<file path="src/rtl/pmem_burst_adapter.sv">
// Turns line-wide read/write requests into single beat bursts on a narrow memory bus,
// reassembling read beats into a registered line. One transaction in flight at a time.
module pmem_burst_adapter #(
   parameter int LINE_WIDTH = 128,
   parameter int BEAT_WIDTH = 32,
   parameter int ADDR_WIDTH = 16
) (
   input  logic                  clk,
   input  logic                  reset_n,
   input  logic                  line_read,
   input  logic                  line_write,
   input  logic [ADDR_WIDTH-1:0] line_address,
   input  logic [LINE_WIDTH-1:0] line_wdata,
   output logic                  line_resp,
   output logic [LINE_WIDTH-1:0] line_rdata,
   output logic                  mem_req,
   output logic                  mem_we,
   output logic [ADDR_WIDTH-1:0] mem_addr,
   input  logic                  mem_ack,
   output logic                  mem_wvalid,
   output logic [BEAT_WIDTH-1:0] mem_wdata,
   input  logic                  mem_wready,
   input  logic                  mem_rvalid,
   input  logic [BEAT_WIDTH-1:0] mem_rdata
);

   localparam int BEATS = LINE_WIDTH / BEAT_WIDTH;
   localparam int CNT_W = (BEATS > 1) ? $clog2(BEATS) : 1;
   localparam int OFF_W = $clog2(LINE_WIDTH / 8);
   localparam int LSB_W = $clog2(LINE_WIDTH);

   typedef enum logic [2:0] {IDLE, REQ, WBURST, RBURST, RESP} state_t;

   state_t                state, state_next;
   logic [CNT_W-1:0]      cnt;
   logic [ADDR_WIDTH-1:0] addr_q;
   logic [LINE_WIDTH-1:0] wdata_q;
   logic                  we_q;
   logic                  latch;
   logic                  cnt_inc;
   logic                  rd_capture;
   logic                  last_beat;
   logic [LSB_W-1:0]      beat_lsb;

   assign last_beat = (cnt == CNT_W'(BEATS - 1));
   assign beat_lsb  = LSB_W'(cnt) << $clog2(BEAT_WIDTH);

   always_ff @(posedge clk or negedge reset_n) begin
      if (!reset_n) state <= IDLE;
      else          state <= state_next;
   end

   always_comb begin
      state_next = state;
      mem_req    = 1'b0;
      mem_we     = 1'b0;
      mem_addr   = '0;
      mem_wvalid = 1'b0;
      mem_wdata  = '0;
      line_resp  = 1'b0;
      latch      = 1'b0;
      cnt_inc    = 1'b0;
      rd_capture = 1'b0;
      case (state)
         IDLE: begin
            if (line_write || line_read) begin
               latch      = 1'b1;
               state_next = REQ;
            end
         end
         REQ: begin
            mem_req  = 1'b1;
            mem_we   = we_q;
            mem_addr = addr_q;
            if (mem_ack) state_next = we_q ? WBURST : RBURST;
         end
         WBURST: begin
            mem_wvalid = 1'b1;
            mem_wdata  = wdata_q[beat_lsb +: BEAT_WIDTH];
            if (mem_wready) begin
               cnt_inc = 1'b1;
               if (last_beat) state_next = RESP;
            end
         end
         RBURST: begin
            if (mem_rvalid) begin
               cnt_inc    = 1'b1;
               rd_capture = 1'b1;
               if (last_beat) state_next = RESP;
            end
         end
         RESP: begin
            line_resp  = 1'b1;
            state_next = IDLE;
         end
         default: state_next = IDLE;
      endcase
   end

   // Request capture, beat counter and read line assembly; the counter wraps to 0 on the last beat.
   always_ff @(posedge clk or negedge reset_n) begin
      if (!reset_n) begin
         cnt        <= '0;
         addr_q     <= '0;
         wdata_q    <= '0;
         we_q       <= 1'b0;
         line_rdata <= '0;
      end else begin
         if (latch) begin
            addr_q  <= {line_address[ADDR_WIDTH-1:OFF_W], OFF_W'(0)};
            wdata_q <= line_wdata;
            we_q    <= line_write;
            cnt     <= '0;
         end
         if (cnt_inc) cnt <= cnt + CNT_W'(1);
         if (rd_capture) line_rdata[beat_lsb +: BEAT_WIDTH] <= mem_rdata;
      end
   end

endmodule

</file>
<file path="config.mk">
export PLATFORM = sky130hd
export DESIGN_NAME = pmem_burst_adapter
export DESIGN_NICKNAME = d
export VERILOG_FILES = /design/src/rtl/pmem_burst_adapter.sv
export SDC_FILE = /design/constraint.sdc
export NUM_CORES = 1
export LEC_CHECK = 0
export ABC_AREA = 1
export CAP_MARGIN = 15
export CORE_UTILIZATION = 52
export CTS_CLUSTER_SIZE = 14
export DETAILED_ROUTE_END_ITERATION = 8
export GPL_TIMING_DRIVEN = 0
export PLACE_DENSITY_LB_ADDON = 0.2
export SYNTH_ARGS = -nofsm -noshare
export SYNTH_HDL_FRONTEND = slang
export SYNTH_SLANG_ARGS = --single-unit
</file>
<file path="constraint.sdc">
create_clock -name clk -period 5.6 [get_ports clk]
set_clock_uncertainty 0.1 [all_clocks]
set_input_delay 1.4 -clock clk [delete_from_list [all_inputs] [get_ports clk]]
set_output_delay 1.4 -clock clk [all_outputs]
set_load 0.03 [all_outputs]
</file>
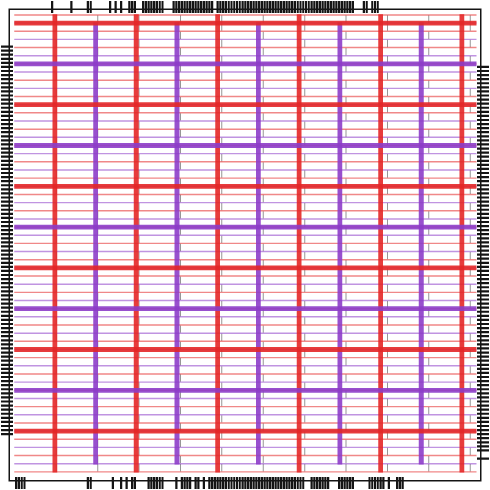
(images/power_grid.png)
(3 px per um) Pins as bars on the die edge. Tap cells in gray.
VSS -> red
VDD -> purple
met4 straps = 11
signal pins = 363
met1 rails = 57
met5 straps = 11
tap cells = 319
vertical die size: 157 um
worst IR drop on VDD: 0.286 mV
Horiz. Die Dim: 157 um

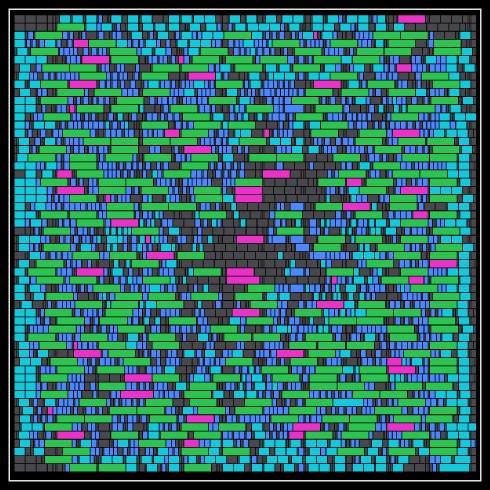
(images/placement_by_type.png)
(3 px per um) Fill, decap, tap and diode cells in gray.
combinational and other logic -> blue  # cells 1,174
sequential cells -> green  # cells 274
remaining buffers and delay cells -> cyan  # cells 468
clock drivers and dummy loads -> magenta  # cells 50
post-route cell area: 17,400 um2
Seq area share: 39.4%
share of the core filled with cells: 74.2%

==> results_dict.tcl <==
# collected from the flow reports
set metrics [dict create \
    p_sw_uw 3680 \
    timing.hold.worst_endpoint "line_rdata[66]" \
    worst_hold_slack_ns 0.379 \
    routed_via_density 5.37 \
    n_fill_cell 1801 \
    timing.reg2reg.setup_slack_ns 2.34 \
    met1_routed_length_um 15000 \
    final_antenna_net_count 0 \
    synthDominantAreaCellType "dfrtp_1" \
    setup_ws_ns 1.03 \
    synth_cells 1557 \
    drcViolationCount 0 \
    antenna-diode-count 1 \
    clkTransAtPathRegs_ns 0.07 \
    outcome "completed" \
    grt_usage_pct 32.6 \
    adder_and_majority_gate_portion_of_the_synthesized_area_pct 0.603 \
    layout_top_cell_excl_fill_tap "clkdlybuf4s50_1" \
    dp_hpwl_um 28600 \
    non_clock_buffer_area_share_pct 23.6 \
    multi_input_comb_cells 982 \
    worst_hold_startpoint "line_rdata[66]" \
    mappedNetlistArea_um2 12400 \
    layout.nets 2135 \
    maxPowerGroup "combinational logic" \
    layout.cells.largest_class "flip-flops and latches" \
    final_cells 2286 \
    postSynth.asyncResetShare_pct 100 \
    met1_usage_pct 40.6 \
    cts_inserted_buffers 28 \
    maximum_number_of_buffers_from_clock_root_to_sink 3 \
    timing.setup.tns_ns 0 \
    worst_slew_margin_rel_pct 49.6 \
    post_synth_mux_area_share_pct 0 \
    comb_power_share_pct 43.8 \
    final_period_minus_worst_setup_slack_ns 4.57 \
    internal_power_uw 5050 \
    worst_r2r_startpoint "cnt[1]" \
    post_synth.cell_area_avg_um2 7.99 \
    top_logic_cells_by_instance_count_in_the_layout "353 x clkdlybuf4s50_1, 304 x nand2_1, 274 x dfrtp_1, 217 x o21ai_0, 188 x nor2_1" \
    clock-root-buffer "clkbuf_16" \
    placement.setup.worst_slack_ns 1.58 \
    drive_above_1_share_pct 6.26 \
    drv_slew 0 \
    ys_types 22 \
    seqCellArea_um2 6860 \
    p_total_uw 8730 \
    postSynth.topFlopCell "dfrtp_1" \
]
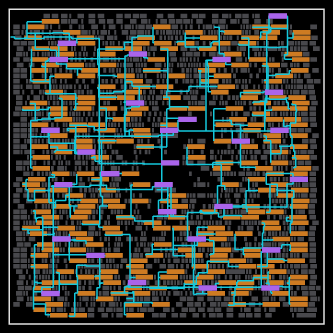
(images/clk_routes.png)
(2 px per um)
flip-flops -> orange  # count 274
clock drivers -> purple  # count 28
clock wires -> cyan  # length 3,290 um
routed clock nets = 29
Clock Latency Late Sink: 0.54 ns
power attributed to the clock group: 1940 uW
fraction of power consumed by the clock network: 22.2%

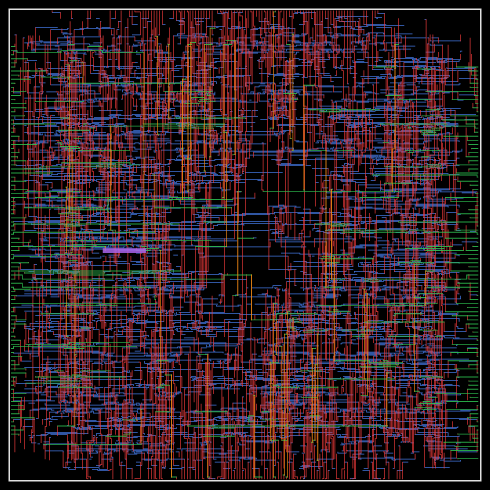
(images/wires.png)
(3 px per um)
metal 1 -> blue  # wire length 15,000 um
metal 3 -> green  # wire length 3,120 um
metal 2 -> red  # wire length 19,400 um
metal 4 -> orange  # wire length 1,670 um
metal 5 -> purple  # wire length 12.9 um
detailed-route wire length: 39,200 um
count of vias placed by the detailed router: 12.3k
average detailed-routed wire length per instance: 17.1 um

==> how the worst max path moves through the flow <==
stage / from / end / slack (ns)
after CTS: cnt[0] / mem_wdata[17] / 0.99
final: cnt[0] / mem_wdata[23] / 1.03
after global routing: cnt[0] / mem_wdata[23] / 0.85
after global placement: reset_n / wdata_q[44] / -8.47
after floorplan: state[0] / mem_wdata[10] / 2.21
after detailed placement: cnt[0] / mem_wdata[17] / 1.58
==> sequential cells by signal, summed over array words and instances (netlist names) <==
register    flops
state           3
addr_q         12
cnt             2
wdata_q       128
we_q            1
line_rdata    128
==> worst max-delay path, stage by stage, from the launching register on <==
cell             delay, ns
dfrtp_1               0.47
inv_2                 0.13
clkbuf_1              0.37
clkbuf_1              0.44
o21ai_0               0.19
a21oi_1               0.22
clkdlybuf4s50_1       0.71
Power figures rest on the tool's default switching activity, not on a simulated workload.
